<file path="config.mk">
export PLATFORM = sky130hd
export DESIGN_NAME = fifo_rd_unload_flat
export DESIGN_NICKNAME = d
export VERILOG_FILES = /design/src/rtl/fifo_pkg.sv /design/src/rtl/fifo_rd_unload_if.sv /design/src/rtl/fifo_ptr_sync.sv /design/src/rtl/fifo_rd_unload.sv /design/src/flat_wrapper.sv
export SDC_FILE = /design/constraint.sdc
export NUM_CORES = 1
export LEC_CHECK = 0
export ABC_CLOCK_PERIOD_IN_PS = 3500
export CORE_ASPECT_RATIO = 0.9
export CORE_MARGIN = 2
export CORE_UTILIZATION = 48
export DETAILED_ROUTE_END_ITERATION = 16
export PLACE_DENSITY = 0.83
export REMOVE_ABC_BUFFERS = 1
export SLEW_MARGIN = 20
export SYNTH_ARGS = -nofsm -noshare
export SYNTH_HDL_FRONTEND = slang
export SYNTH_HIERARCHICAL = 1
export SYNTH_SLANG_ARGS = --single-unit
</file>
<file path="constraint.sdc">
create_clock -name r_clk -period 3.5 [get_ports r_clk]
set_input_delay 0.35 -clock r_clk [delete_from_list [all_inputs] [get_ports r_clk]]
set_output_delay 0.35 -clock r_clk [all_outputs]
set_load 0.01 [all_outputs]
</file>
<file path="src/rtl/fifo_pkg.sv">
// Shared definitions for both clock-domain halves of the asynchronous FIFO:
// default widths and the binary/Gray pointer conversions.
package fifo_pkg;

    localparam int FIFO_ADDR_W    = 3;
    localparam int FIFO_DATA_W    = 8;
    localparam int FIFO_PTR_MAX_W = 32;

    typedef logic [FIFO_PTR_MAX_W-1:0] fifo_ptr_t;

    // Callers zero-extend a PTR_W-bit pointer into fifo_ptr_t and keep the low
    // PTR_W bits of the result; leading zeros do not disturb either conversion.
    function automatic fifo_ptr_t bin2gray(input fifo_ptr_t bin);
        return bin ^ (bin >> 1);
    endfunction

    function automatic fifo_ptr_t gray2bin(input fifo_ptr_t gray);
        fifo_ptr_t bin;
        bin[FIFO_PTR_MAX_W-1] = gray[FIFO_PTR_MAX_W-1];
        for (int i = FIFO_PTR_MAX_W - 2; i >= 0; i--) begin
            bin[i] = bin[i+1] ^ gray[i];
        end
        return bin;
    endfunction

endpackage

</file>
<file path="src/rtl/fifo_rd_unload_if.sv">
// Signals between the FIFO read-domain unloader (master) and its surroundings:
// memory read port, pointer exchange and the consumer handshake.
interface fifo_rd_unload_if
    import fifo_pkg::*;
#(
    parameter int ADDR_W = FIFO_ADDR_W,
    parameter int PTR_W  = ADDR_W + 1,
    parameter int DATA_W = FIFO_DATA_W
);

    logic [PTR_W-1:0]  w_gray_ptr;
    logic [DATA_W-1:0] mem_rdata;
    logic [ADDR_W-1:0] raddr;
    logic [PTR_W-1:0]  r_gray_ptr;
    logic              rempty;
    logic [PTR_W-1:0]  r_level;
    logic              out_valid;
    logic [DATA_W-1:0] out_data;
    logic              out_ready;

    modport master (
        input  w_gray_ptr, mem_rdata, out_ready,
        output raddr, r_gray_ptr, rempty, r_level, out_valid, out_data
    );

    modport slave (
        output w_gray_ptr, mem_rdata, out_ready,
        input  raddr, r_gray_ptr, rempty, r_level, out_valid, out_data
    );

endinterface

</file>
<file path="src/rtl/fifo_ptr_sync.sv">
// Two-flop synchroniser for a Gray-coded FIFO pointer crossing into clk.
// Shared by the read and write halves of the FIFO.
module fifo_ptr_sync #(
    parameter int W = 4
) (
    input  logic         clk,
    input  logic         rst_n,
    input  logic [W-1:0] d,
    output logic [W-1:0] q
);

    logic [W-1:0] meta_q, meta_d;
    logic [W-1:0] sync_q, sync_d;

    always_comb begin
        meta_d = d;
        sync_d = meta_q;
    end

    always_ff @(posedge clk or negedge rst_n) begin
        if (!rst_n) begin
            meta_q <= '0;
            sync_q <= '0;
        end else begin
            // NOTE: non-blocking so sync_q takes the old meta_q, giving two real stages.
            meta_q <= meta_d;
            sync_q <= sync_d;
        end
    end

    assign q = sync_q;

endmodule

</file>
<file path="src/rtl/fifo_rd_unload.sv">
// Read-domain end of the asynchronous FIFO: read pointers, empty/level, and a
// registered first-word-fall-through output stage with valid/ready.
module fifo_rd_unload
    import fifo_pkg::*;
#(
    parameter int ADDR_W = FIFO_ADDR_W,
    parameter int PTR_W  = ADDR_W + 1,
    parameter int DATA_W = FIFO_DATA_W
) (
    input  logic              r_clk,
    input  logic              rrst_n,
    fifo_rd_unload_if.master  bus
);

    logic [PTR_W-1:0]  rq2_wptr;
    logic [PTR_W-1:0]  rq2_bin;
    logic [PTR_W-1:0]  rptr_inc;
    logic              rempty;
    logic              pop;

    logic [PTR_W-1:0]  rptr_q, rptr_d;
    logic [PTR_W-1:0]  r_gray_q, r_gray_d;
    logic              out_valid_q, out_valid_d;
    logic [DATA_W-1:0] out_data_q, out_data_d;

    fifo_ptr_sync #(.W(PTR_W)) u_wptr_sync (
        .clk   (r_clk),
        .rst_n (rrst_n),
        .d     (bus.w_gray_ptr),
        .q     (rq2_wptr)
    );

    always_comb begin
        rq2_bin  = PTR_W'(gray2bin(fifo_ptr_t'(rq2_wptr)));
        rptr_inc = rptr_q + PTR_W'(1);
        rempty   = (r_gray_q == rq2_wptr);
        // A word moves out of memory when the stage is empty or being drained.
        pop      = !rempty && (!out_valid_q || bus.out_ready);

        // NOTE: every next-state value gets a hold default first, so no latch is inferred.
        rptr_d      = rptr_q;
        r_gray_d    = r_gray_q;
        out_valid_d = out_valid_q;
        out_data_d  = out_data_q;

        if (pop) begin
            rptr_d      = rptr_inc;
            r_gray_d    = PTR_W'(bin2gray(fifo_ptr_t'(rptr_inc)));
            out_valid_d = 1'b1;
            out_data_d  = bus.mem_rdata;
        end else if (bus.out_ready) begin
            out_valid_d = 1'b0;
        end
    end

    always_ff @(posedge r_clk or negedge rrst_n) begin
        if (!rrst_n) begin
            rptr_q      <= '0;
            r_gray_q    <= '0;
            out_valid_q <= 1'b0;
            // NOTE: the data register is reset too, so a word held across reset never resurfaces.
            out_data_q  <= '0;
        end else begin
            rptr_q      <= rptr_d;
            r_gray_q    <= r_gray_d;
            out_valid_q <= out_valid_d;
            out_data_q  <= out_data_d;
        end
    end

    assign bus.raddr      = rptr_q[ADDR_W-1:0];
    assign bus.r_gray_ptr = r_gray_q;
    assign bus.rempty     = rempty;
    assign bus.r_level    = rq2_bin - rptr_q;
    assign bus.out_valid  = out_valid_q;
    assign bus.out_data   = out_data_q;

endmodule
</file>
<file path="src/flat_wrapper.sv">
// flat-port wrapper written by rule: the top's interface ports become plain ports
module fifo_rd_unload_flat import fifo_pkg::*;
#(
    parameter int ADDR_W = FIFO_ADDR_W,
    parameter int PTR_W  = ADDR_W + 1,
    parameter int DATA_W = FIFO_DATA_W
)
  (r_clk, rrst_n, bus_w_gray_ptr, bus_mem_rdata, bus_out_ready, bus_raddr, bus_r_gray_ptr, bus_rempty, bus_r_level, bus_out_valid, bus_out_data);
  fifo_rd_unload_if #(.ADDR_W(ADDR_W), .PTR_W(PTR_W), .DATA_W(DATA_W)) bus_i ();
  input  logic r_clk;
  input  logic rrst_n;
  input wire logic [$bits(bus_i.w_gray_ptr)-1:0] bus_w_gray_ptr;
  input wire logic [$bits(bus_i.mem_rdata)-1:0] bus_mem_rdata;
  input wire logic [$bits(bus_i.out_ready)-1:0] bus_out_ready;
  output wire logic [$bits(bus_i.raddr)-1:0] bus_raddr;
  output wire logic [$bits(bus_i.r_gray_ptr)-1:0] bus_r_gray_ptr;
  output wire logic [$bits(bus_i.rempty)-1:0] bus_rempty;
  output wire logic [$bits(bus_i.r_level)-1:0] bus_r_level;
  output wire logic [$bits(bus_i.out_valid)-1:0] bus_out_valid;
  output wire logic [$bits(bus_i.out_data)-1:0] bus_out_data;
  assign bus_i.w_gray_ptr = bus_w_gray_ptr;
  assign bus_i.mem_rdata = bus_mem_rdata;
  assign bus_i.out_ready = bus_out_ready;
  assign bus_raddr = bus_i.raddr;
  assign bus_r_gray_ptr = bus_i.r_gray_ptr;
  assign bus_rempty = bus_i.rempty;
  assign bus_r_level = bus_i.r_level;
  assign bus_out_valid = bus_i.out_valid;
  assign bus_out_data = bus_i.out_data;
  fifo_rd_unload #(.ADDR_W(ADDR_W), .PTR_W(PTR_W), .DATA_W(DATA_W)) u_core (.r_clk(r_clk), .rrst_n(rrst_n), .bus(bus_i));
endmodule
</file>
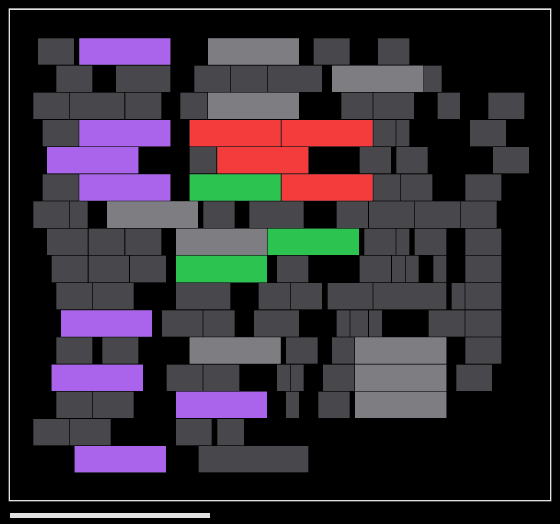
Figure 1: run 1, sequential cells coloured by netlist name.
Scale bar: 20 um.
Key: red = `u_core/u_wptr_sync/q` [flops 4, where top centre]; purple = `u_core/bus.out_data` [flops 8]; green = `u_core/bus.r_gray_ptr` [flops 3]
Another 9 sequential cells are not coloured.

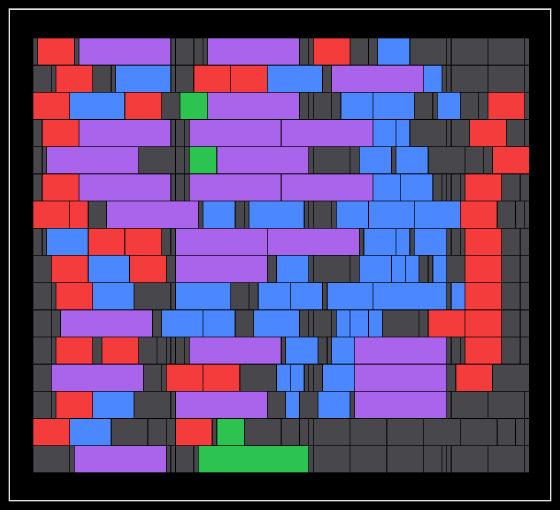
Figure 2: run 1, cells coloured by class.
Fill, decap, tap and diode cells in grey.
Key: purple = registers [cells 24]; green = clock drivers and dummy loads [cells 4]; blue = remaining logic cells [cells 51]; red = remaining buffers and delay cells [cells 35]

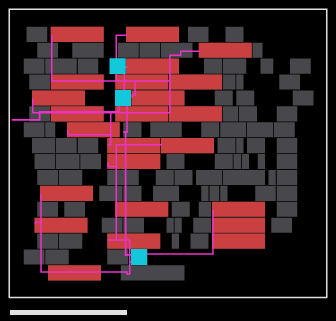
Figure 3: run 1, routed clock nets over the placement.
Scale bar: 20 um.
Key: red = flip-flops [count 24]; magenta = clock wires [length 242 um]; cyan = clock-net drivers [count 3]
There are 4 routed clock nets.

==> flow_summary_export.csv, run 1 <==
group,metric,value,unit
layout,stdcell_count,141,
floorplan,fp_util,0.501,
clock_network,cts_tree,"yes",
critical_path,critPathMaxStageDelay,550,ps
clock_network,cts_root_buf,"clkbuf_4",
pwr,leakage,0.656,nW
detailed_routing,drc,0,
critical_path,startpoint,"u_core/u_wptr_sync/q[3]$_DFF_PN0_",
layout,drive_gt1_frac,0.140,
timing,tns,0,ps
floorplan,chipArea,0.00265,mm^2
detailed_routing,dr.pass1.iters,2,
global_routing,grt-ovfl-total,0,
timing,worstMarginPinSlew,838,ps
placed_design,hpwl,1520,um
clock_network,path_clk_slew,120,ps
outcome,outcome,"finished with violations",
yosys,syn_area,0.00108,mm^2
yosys,yosysUniqueCellTypes,18,
floorplan,dieWidth,54.1,um
critical_path,worstPathCellList,"xor2_1 > xnor2_1 > xor2_1 > ha_1 > inv_1 > a21o_1 > a21oi_1 > xor2_1 > clkdlybuf4s50_1",
timing,fin_ws,349,ps
clock_network,ctsResizeCount,0,
critical_path,crit_family,"XOR/XNOR gates",
timing,finalHoldViolations,24,
detailed_routing,wirelength,1990,um
floorplan,die_h,49.0,um
clock_network,htree_levels,1,
yosys,yosys_cells,77,
critical_path,r2r_cells,3,
global_routing,grt_use_total,0.177,
layout,final_core_util,0.686,
clock_network,postCtsSetupRepairBufs,0,
timing,fmax,317,MHz
timing,hold_slack,-12.4,ps
critical_path,critPathMaxFanout,3,
run,drv_cap,0,
layout,syn_to_final_growth,37.0,%
detailed_routing,wl_per_cell,14.1,um
critical_path,path_depth,9,
yosys,synth_seq_share,0.555,
pwr,p_seq_frac,0.323,
outcome,failed_checks,"hold timing",
critical_path,slowest_stage,"clkdlybuf4s50_1",
layout,fill_cells,166,
timing,setup_viol,0,
pwr,combPwrFrac,0.535,
detailed_routing,route.met2.wl,956,um
critical_path,crit_arrival,2800,ps
floorplan,num_io_pins,36,
critical_path,worstPathRequired,3150,ps
critical_path,critPathMostFrequentCell,"xor2_1",
clock_network,clk_latency,310,ps
detailed_routing,num_vias,688,
clock_network,clock_path_buffers,2,
yosys,synth.avg_cell_area,14.1,um^2
min_path,hp-class,"in2async",
placed_design,place.gp.congestion,0.756,
detailed_routing,highest_layer,"met4",
clock_network,clock_sinks,24,
placed_design,port_buffers,35,
critical_path,worst-setup-path-type,"reg2out",
timing,finClkSkew,4.64,ps
detailed_routing,drt-vias-per-instance,4.88,
yosys,ys_seq_elements,24,
[run 1: through the flow]
| stage | power, mW | cell area, um^2 |
|---|---|---|
| finish | 1.37 | 1480 |
| global route | 1.48 | 1480 |
| CTS | 1.39 | 1490 |
| detailed placement | 1.18 | 1440 |
| global placement | 1.15 | 1440 |
| floorplan | 0.842 | 1050 |
[run 1: worst min-delay path by stage]
stage	from	end	slack [ps]	cells past startpoint
4_1_cts	u_core/u_wptr_sync/meta_q[3]$_DFF_PN0_	u_core/u_wptr_sync/q[3]$_DFF_PN0_	370	0
2_1_floorplan	rrst_n	u_core/bus.out_data[0]$_DFFE_PN0P_	50	0
5_1_grt	rrst_n	u_core/bus.out_data[2]$_DFFE_PN0P_	5	1
3_3_place_gp	u_core/u_wptr_sync/meta_q[0]$_DFF_PN0_	u_core/u_wptr_sync/q[0]$_DFF_PN0_	330	0
6_report	rrst_n	u_core/u_wptr_sync/meta_q[0]$_DFF_PN0_	-10	1
3_5_place_dp	u_core/u_wptr_sync/meta_q[2]$_DFF_PN0_	u_core/u_wptr_sync/q[2]$_DFF_PN0_	340	0
[run 1: flip-flops by register name, indices dropped and copies added (netlist names)]
name and count:
u_core/rptr_q 4, u_core/bus.r_gray_ptr 3, u_core/bus.out_valid 1, u_core/bus.out_data 8, u_core/u_wptr_sync/q 4, u_core/u_wptr_sync/meta_q 4
[run 1: power by group through the flow]
stage / Combinational (mW) / Clock, mW / Sequential (mW)
global placement: 0.709 / 0 / 0.444
CTS: 0.740 / 0.202 / 0.444
global route: 0.810 / 0.215 / 0.456
finish: 0.731 / 0.195 / 0.442
floorplan: 0.376 / 0 / 0.466
detailed placement: 0.733 / 0 / 0.449
[run 1: per-layer routing]
layer	track usage	vias to the layer above
li1	-	325
met1	0.225	328
met2	0.293	33
met3	0.0491	2
met4	0.0500	0
met5	0	-
[run 1: Yosys cell counts]
library cell and n:
a21o_1 1, a21oi_1 1, buf_12 1, buf_6 1, dfrtp_1 24, fa_1 1
ha_1 4, inv_1 6, mux2_2 6, mux2_4 5, nand2_1 5, nand2b_1 1
nand4_1 1, nor4_1 1, o21ai_0 1, o41a_1 1, xnor2_1 8, xor2_1 9
[run 1: cell families after synthesis]
kind of cell / share of synthesized area
fa+ha+maj: 0.0647
simple gates: 0.0347
xor+xnor: 0.138
mux: 0.132
buf+inv: 0.0497
compound gates: 0.0266
flops: 0.555
[run 1: cell type report]
class                      instances  area, um^2  area share
tap                               27        33.8      0.0228
clock buffer                       3        22.5      0.0152
clock inverter                     1        30.0      0.0203
multi-input combinational         45         428       0.289
timing repair buffer              35         345       0.233
sequential                        24         601       0.405
inverter                           6        22.5      0.0152
==> run 2, diff against run 1 <==
Settings changed: CAP_MARGIN from default to 20.
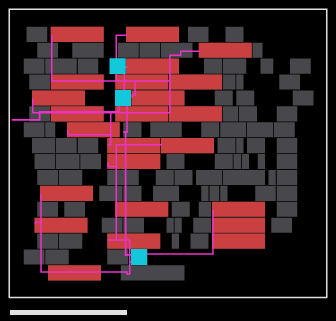
Figure 4: run 2, routed clock nets over the placement.
Scale bar: 20 um.
Key: cyan = clock-net drivers [count 3]; magenta = clock wires [length 242 um]; red = flip-flops [count 24]
There are 4 routed clock nets.

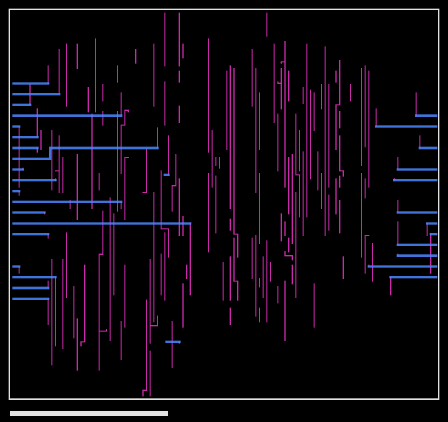
Figure 5: run 2, metal layers overlaid.
Scale bar: 20 um. Only two layers are drawn.
Key: blue = M3 [wire length 173 um]; magenta = M2 [wire length 956 um]

==> run 2 against run 1 <==
The run still ends with hold timing left. Synthesized cell count unchanged. Sequential cell count unchanged. Clock-buffer cell count unchanged. Critical path type unchanged.
==> flow_summary_export.csv, run 2 <==
group,metric,value,unit
yosys,area_leaders,"dfrtp_1 55%, xor2_1 7.3%, mux2_4 6.9%",
floorplan,dieWidth,54.1,um
layout,antenna_cells,0,
floorplan,num_io_pins,36,
clock_network,cts_buffers,3,
layout,drive_gt1_frac,0.140,
clock_network,cts_hold_buf,0,
placed_design,port_buffers,35,
yosys,yosys_cells,77,
timing,worstMarginPinSlew,838,ps
floorplan,die_h,49.0,um
critical_path,r2r_cells,3,
yosys,ys_seq_elements,24,
pwr,leakage,0.656,nW
detailed_routing,num_vias,688,
layout,largest_reg_flops,8,
clock_network,cts_root_buf,"clkbuf_4",
yosys,synth.most_common_cell,"dfrtp_1",
placed_design,place.gp.congestion,0.756,
floorplan,fp_util,0.501,
yosys,syn_inst,77,
yosys,yosysWarnings,6,
timing,finalHoldViolations,24,
critical_path,critPathMaxFanout,3,
clock_network,clock_sinks,24,
floorplan,chipArea,0.00265,mm^2
outcome,outcome,"finished with violations",
pwr,p_per_area,922,mW/mm^2
critical_path,worstPathRequired,3150,ps
clock_network,path_clk_slew,120,ps
clock_network,htree_levels,1,
yosys,synth-edff-count,0,
timing,setup_viol,0,
min_path,hp-class,"in2async",
critical_path,reg2reg_slack,1460,ps
yosys,syn_area,0.00108,mm^2
timing,finClkSkew,4.64,ps
detailed_routing,wl_per_cell,14.1,um
critical_path,worst_setup_path_start_kind,"flip-flop",
global_routing,grt_use_total,0.177,
yosys,async_flop_share,1.00,
floorplan,core,0.00216,mm^2
run,drv_cap,0,
timing,tns,0,ps
timing,fmax,317,MHz
yosys,yosysUniqueCellTypes,18,
outcome,failed_checks,"hold timing",
detailed_routing,dr.pass1.iters,2,
yosys,synthTopCellsByCount,"24 x dfrtp_1, 9 x xor2_1, 8 x xnor2_1, 6 x inv_1, 6 x mux2_2",
placed_design,hpwl,1520,um
yosys,synth_seq_share,0.555,
clock_network,postCtsSetupRepairBufs,0,
layout,syn_to_final_growth,37.0,%
global_routing,grt_pass1_vias,749,
layout,final_cell_mix,"34 x clkdlybuf4s50_1, 24 x dfrtp_1, 9 x xor2_1",
timing,fin_crit,3150,ps
timing,grt_setup_unrepaired,"no",
detailed_routing,drc,0,
detailed_routing,drtIter0Drc,4,
yosys,ys_area,0.00108,mm^2
detailed_routing,drtAntennaViolNets,0,
global_routing,grt-ovfl-total,0,
run,warning_count,25,
timing,period_used_share,0.900,
layout,fill_cells,166,
yosys,flop_cell,"dfrtp_1",
clock_network,clock_path_buffers,2,
clock_network,ctsResizeCount,0,
timing,hold_slack,-12.4,ps
clock_network,cts_tree,"yes",
global_routing,antenna_found_initial,0,
yosys,synth.avg_cell_area,14.1,um^2
pwr,finalPower,1.37,mW
global_routing,grt_max_degree,25,
critical_path,worst-setup-path-type,"reg2out",
detailed_routing,wirelength,1990,um
critical_path,crit_arrival,2800,ps
clock_network,clk_latency,310,ps
detailed_routing,drt-vias-per-instance,4.88,
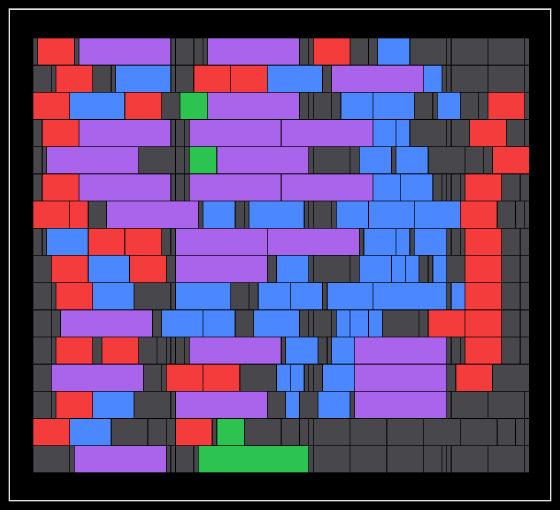
Figure 6: run 2, cells coloured by class.
Fill, decap, tap and diode cells in grey.
# rows: 16
flop share of the area: 0.405

-- run 2: cell counts after synthesis --
Identical to the previous run, type by type.
-- run 2: kinds of logic (layout without fill, tap and decap cells) --
kind of cell | count (synthesis) | in the layout | share of synthesized area
xor+xnor | 17 | 17 | 0.138
flops | 24 | 24 | 0.555
buf+inv | 8 | 45 | 0.0497
simple gates | 8 | 8 | 0.0347
fa+ha+maj | 5 | 5 | 0.0647
compound gates | 4 | 4 | 0.0266
mux | 11 | 11 | 0.132
-- run 2: critical path, stage by stage (launching register included) --
cell,delay [ps]
dfrtp_1,420
xor2_1,200
xnor2_1,360
xor2_1,190
ha_1,200
inv_1,50
a21o_1,180
a21oi_1,180
xor2_1,160
clkdlybuf4s50_1,550
-- run 2: layer usage --
layer	track usage	vias to the layer above	routed length (um)
li1	-	325	-
met1	0.225	328	841
met2	0.293	33	956
met3	0.0491	2	172
met4	0.0500	0	21
met5	0	-	0
-- run 2: power breakdown --
part           switching (mW)  internal (mW)
combinational           0.292          0.439
clock                  0.0789          0.116
sequential             0.0857          0.356
-- run 2: final timing paths --
path / start / end
hold / removal: rrst_n / u_core/u_wptr_sync/meta_q[0]$_DFF_PN0_
setup reg to reg: u_core/rptr_q[3]$_DFFE_PN0P_ / u_core/bus.out_data[1]$_DFFE_PN0P_
setup / recovery: u_core/u_wptr_sync/q[3]$_DFF_PN0_ / bus_r_level[3]
min in group r_clk: u_core/u_wptr_sync/meta_q[2]$_DFF_PN0_ / u_core/u_wptr_sync/q[2]$_DFF_PN0_
hold reg to reg: u_core/u_wptr_sync/meta_q[2]$_DFF_PN0_ / u_core/u_wptr_sync/q[2]$_DFF_PN0_
max in group asynchronous: rrst_n / u_core/rptr_q[2]$_DFFE_PN0P_
-- run 2: final cells by class --
type	count	area (um^2)	area share
Inverter	6	22.5	0.0152
Tap cell	27	33.8	0.0228
Sequential cell	24	601	0.405
Clock buffer	3	22.5	0.0152
Clock inverter	1	30.0	0.0203
Timing Repair Buffer	35	345	0.233
Multi-Input combinational cell	45	428	0.289
-- run 2: per-stage QoR --
stage,cells,util,hold slack (ps),area [um^2],setup slack (ps)
6_report,141,0.686,-12.4,1480,349
5_1_grt,141,0.686,5.40,1480,143
3_3_place_gp,137,0.664,331,1440,855
2_1_floorplan,75,-,54.4,1050,1340
4_1_cts,141,0.688,374,1490,307
3_5_place_dp,137,0.664,345,1440,682
Figure 7. Sequential cells coloured by netlist name (run 2).
Scale bar: 20 um.
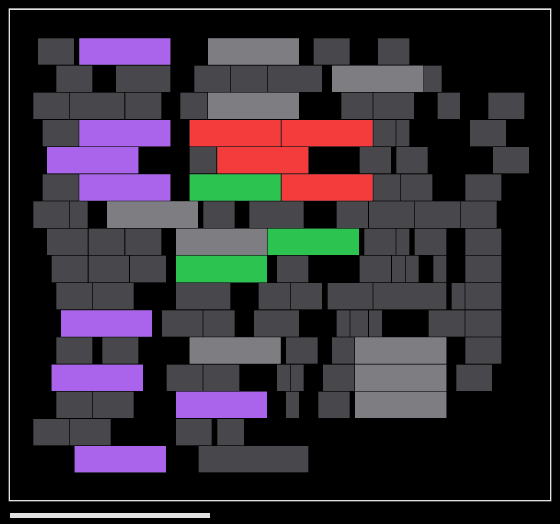

==> run 3, diff against run 2 <==
Settings changed: CORE_ASPECT_RATIO 0.9 to 1.2, CORE_UTILIZATION 48 to 37, PLACE_DENSITY 0.83 to 0.67.
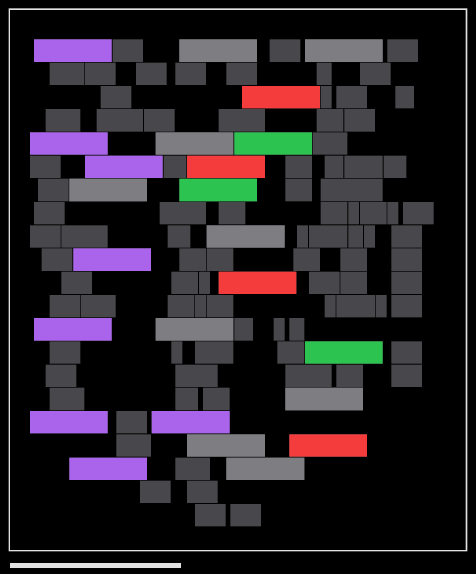
Figure 8: run 3, sequential cells coloured by netlist name.
Scale bar: 20 um.
Key: green = `u_core/bus.r_gray_ptr` [flops 3]; purple = `u_core/bus.out_data` [flops 8]; red = `u_core/u_wptr_sync/q` [flops 4]

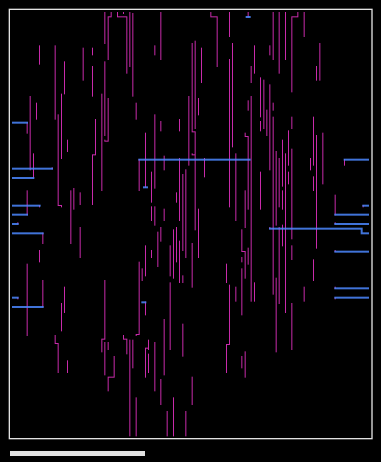
Figure 9: run 3, metal layers overlaid.
Scale bar: 20 um. Only two layers are drawn.
wire length per cell: 12.6 um
Via Count: 685
Detailed Route WL: 1860 um

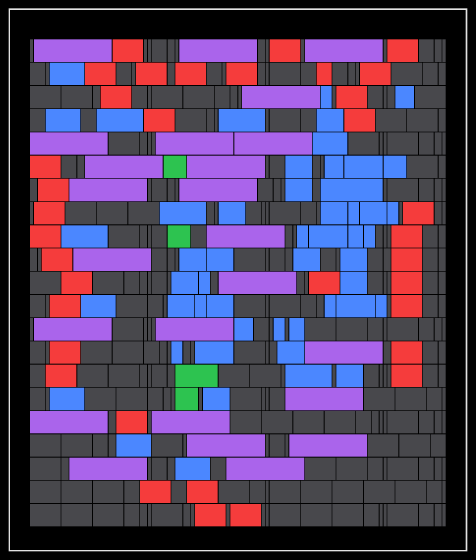
Figure 10: run 3, cells coloured by class.
Fill, decap, tap and diode cells in grey.
Key: purple = registers [cells 24]; green = clock drivers and dummy loads [cells 4]; blue = remaining logic cells [cells 51]; red = remaining buffers and delay cells [cells 35]

==> run 3 against run 2 <==
The flow still finishes with violations (hold timing). Via count fell by 0.44%. Sequential cell count did not move. Core utilization fell by 16 points. Register-to-register slack got worse by 30 ps. Fmax rose by 2.7%. Critical path depth did not move. Critical path type unchanged. First-iteration DRC count rose to 3.3 times the previous value.
==> flow_summary_export.csv, run 3 <==
group,metric,value,unit
global_routing,met1_usage,0.159,
yosys,syn_area,0.00108,mm^2
detailed_routing,dr.pass1.iters,4,
floorplan,fp_util,0.389,
run,warning_count,25,
critical_path,worst-setup-path-type,"reg2out",
critical_path,critPathMostFrequentCell,"xor2_1",
layout,syn_to_final_growth,36.3,%
layout,drive_gt1_frac,0.140,
timing,finClkSkew,4.49,ps
layout,final_cell_mix,"34 x clkdlybuf4s50_1, 24 x dfrtp_1, 9 x xor2_1",
pwr,vdd_drop_max,484,uV
floorplan,num_io_pins,36,
yosys,syn_inst,77,
critical_path,r2r_cells,3,
yosys,synth_seq_share,0.555,
pwr,p_per_area,876,mW/mm^2
yosys,synth_top_cell_by_area,"dfrtp_1",
timing,worstMarginPinSlew,841,ps
detailed_routing,drc,0,
yosys,ys_area,0.00108,mm^2
layout,antenna_cells,0,
yosys,yosysUniqueCellTypes,18,
timing,tns,0,ps
critical_path,crit_arrival,2720,ps
clock_network,htree_levels,1,
detailed_routing,drt-vias-per-instance,4.63,
clock_network,clk_latency,310,ps
timing,setup_viol,0,
yosys,synth.avg_cell_area,14.1,um^2
global_routing,grt-ovfl-total,0,
pwr,leakage,0.649,nW
clock_network,clock_path_buffers,2,
timing,hold_slack,-3.50,ps
yosys,area_leaders,"dfrtp_1 55%, xor2_1 7.3%, mux2_4 6.9%",
timing,grt_setup_unrepaired,"no",
yosys,async_flop_share,1.00,
global_routing,top_usage_layer,"met2",
outcome,outcome,"finished with violations",
clock_network,cts_hold_buf,0,
yosys,yosys_cells,77,
floorplan,die_h,63.2,um
critical_path,worstPathRequired,3150,ps
floorplan,placementRows,21,
clock_network,postCtsSetupRepairBufs,0,
outcome,failed_checks,"hold timing",
yosys,synthTopCellsByCount,"24 x dfrtp_1, 9 x xor2_1, 8 x xnor2_1, 6 x inv_1, 6 x mux2_2",
global_routing,use_met3,0.0237,
timing,fmax,326,MHz
clock_network,ctsResizeCount,0,
clock_network,path_clk_slew,120,ps
critical_path,worst_setup_path_start_kind,"flip-flop",
detailed_routing,drtIter0Drc,13,
global_routing,gr-usage-met2,0.221,
layout,stdcell_count,148,
timing,fin_crit,3070,ps
layout,largest_reg_flops,8,
clock_network,clock_sinks,24,
yosys,flop_cell,"dfrtp_1",
floorplan,core,0.00279,mm^2
global_routing,antenna_found_initial,0,
min_path,hp-class,"in2async",
yosys,synth.most_common_cell,"dfrtp_1",
timing,finalHoldViolations,2,
global_routing,grt_pass1_vias,740,
floorplan,dieWidth,53.4,um
critical_path,startpoint,"u_core/u_wptr_sync/q[3]$_DFF_PN0_",
yosys,synth-edff-count,0,
yosys,yosysWarnings,6,
detailed_routing,drtAntennaViolNets,0,
clock_network,cts_buffers,3,
run,drv_cap,0,
critical_path,worstPathCellList,"xor2_1 > xnor2_1 > xor2_1 > ha_1 > inv_1 > a21o_1 > a21oi_1 > xor2_1 > clkdlybuf4s50_1",
critical_path,critPathMaxFanout,3,
pwr,finalPower,1.29,mW
yosys,ys_seq_elements,24,
clock_network,cts_tree,"yes",
global_routing,grt_use_total,0.133,
placed_design,dpl.cell_count,144,
critical_path,slowest_stage,"clkdlybuf4s50_1",
timing,period_used_share,0.877,
global_routing,grt_max_degree,25,
critical_path,timing.rr.start,"u_core/rptr_q[3]$_DFFE_PN0P_",
timing,fin_ws,432,ps
clock_network,cts_root_buf,"clkbuf_4",
placed_design,pre_cts_slack,757,ps
-- run 3: critical path: cells and delay by family, from the launching register on --
| family | cells | cell delay [ps] |
|---|---|---|
| AOI/OAI and AO/OA | 2 | 350 |
| buffers and inverters | 2 | 590 |
| xor gates and xnor gates | 4 | 860 |
| adders and majority gates | 1 | 200 |
| DFF | 1 | 420 |
-- run 3: where the power goes --
part / internal, mW / total (mW) / leakage, nW / switching, mW
registers: 0.356 / 0.439 / 0.278 / 0.0827
logic: 0.437 / 0.713 / 0.350 / 0.276
clock network: 0.0635 / 0.141 / 0.0210 / 0.0777
total: 0.857 / 1.29 / 0.649 / 0.436
-- run 3: cells by family (layout without fill, tap and decap cells) --
| kind of cell | Yosys count | after routing | synth area share |
|---|---|---|---|
| flops | 24 | 24 | 0.555 |
| simple gates | 8 | 8 | 0.0347 |
| compound gates | 4 | 4 | 0.0266 |
| xor+xnor | 17 | 17 | 0.138 |
| buf+inv | 8 | 45 | 0.0497 |
| mux | 11 | 11 | 0.132 |
| fa+ha+maj | 5 | 5 | 0.0647 |
-- run 3: layout make-up --
class / count / area, um^2
fillers: 266 / 1310
flip-flops and latches: 24 / 601
multi-input cells: 45 / 428
repair buffers: 35 / 345
well taps: 34 / 42.5
clock buffers: 4 / 36.3
inverters: 6 / 22.5
-- run 3: worst paths after layout --
kind / end / slack [ps]
worst max-delay path: bus_r_level[3] / 430
worst min-delay path: u_core/bus.out_valid$_DFFE_PN0P_ / -4
worst max register to register: u_core/bus.out_data[0]$_DFFE_PN0P_ / 1430
worst min register to register: u_core/u_wptr_sync/q[0]$_DFF_PN0_ / 360
max in group asynchronous: u_core/bus.out_data[7]$_DFFE_PN0P_ / 3150
min in group r_clk: u_core/u_wptr_sync/q[0]$_DFF_PN0_ / 360
-- run 3: stage by stage --
step	utilization	hold slack (ps)	cell area, um^2
6_report	0.530	-3.50	1480
5_1_grt	0.530	26.6	1480
4_1_cts	0.531	365	1480
3_5_place_dp	0.518	336	1440
3_3_place_gp	0.518	333	1440
2_1_floorplan	-	54.4	1050
-- run 3: per-layer routing --
metal  vias up  wire [um]  part of all wire
met5         -          0                 0
li1        324          -                 -
met2        21        957              0.51
met1       336        781              0.42
met3         4         87             0.047
met4         0         38             0.020

==> screenshots <==
Clock nets.
Plate I
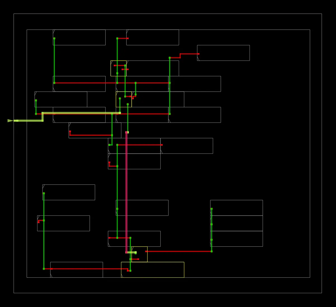
Plate II
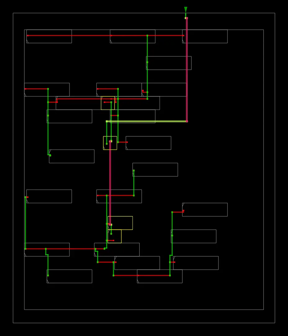
run 3: Plate II
run 1: Plate I

No activity file was given, so power comes from the tool's default toggle rates.
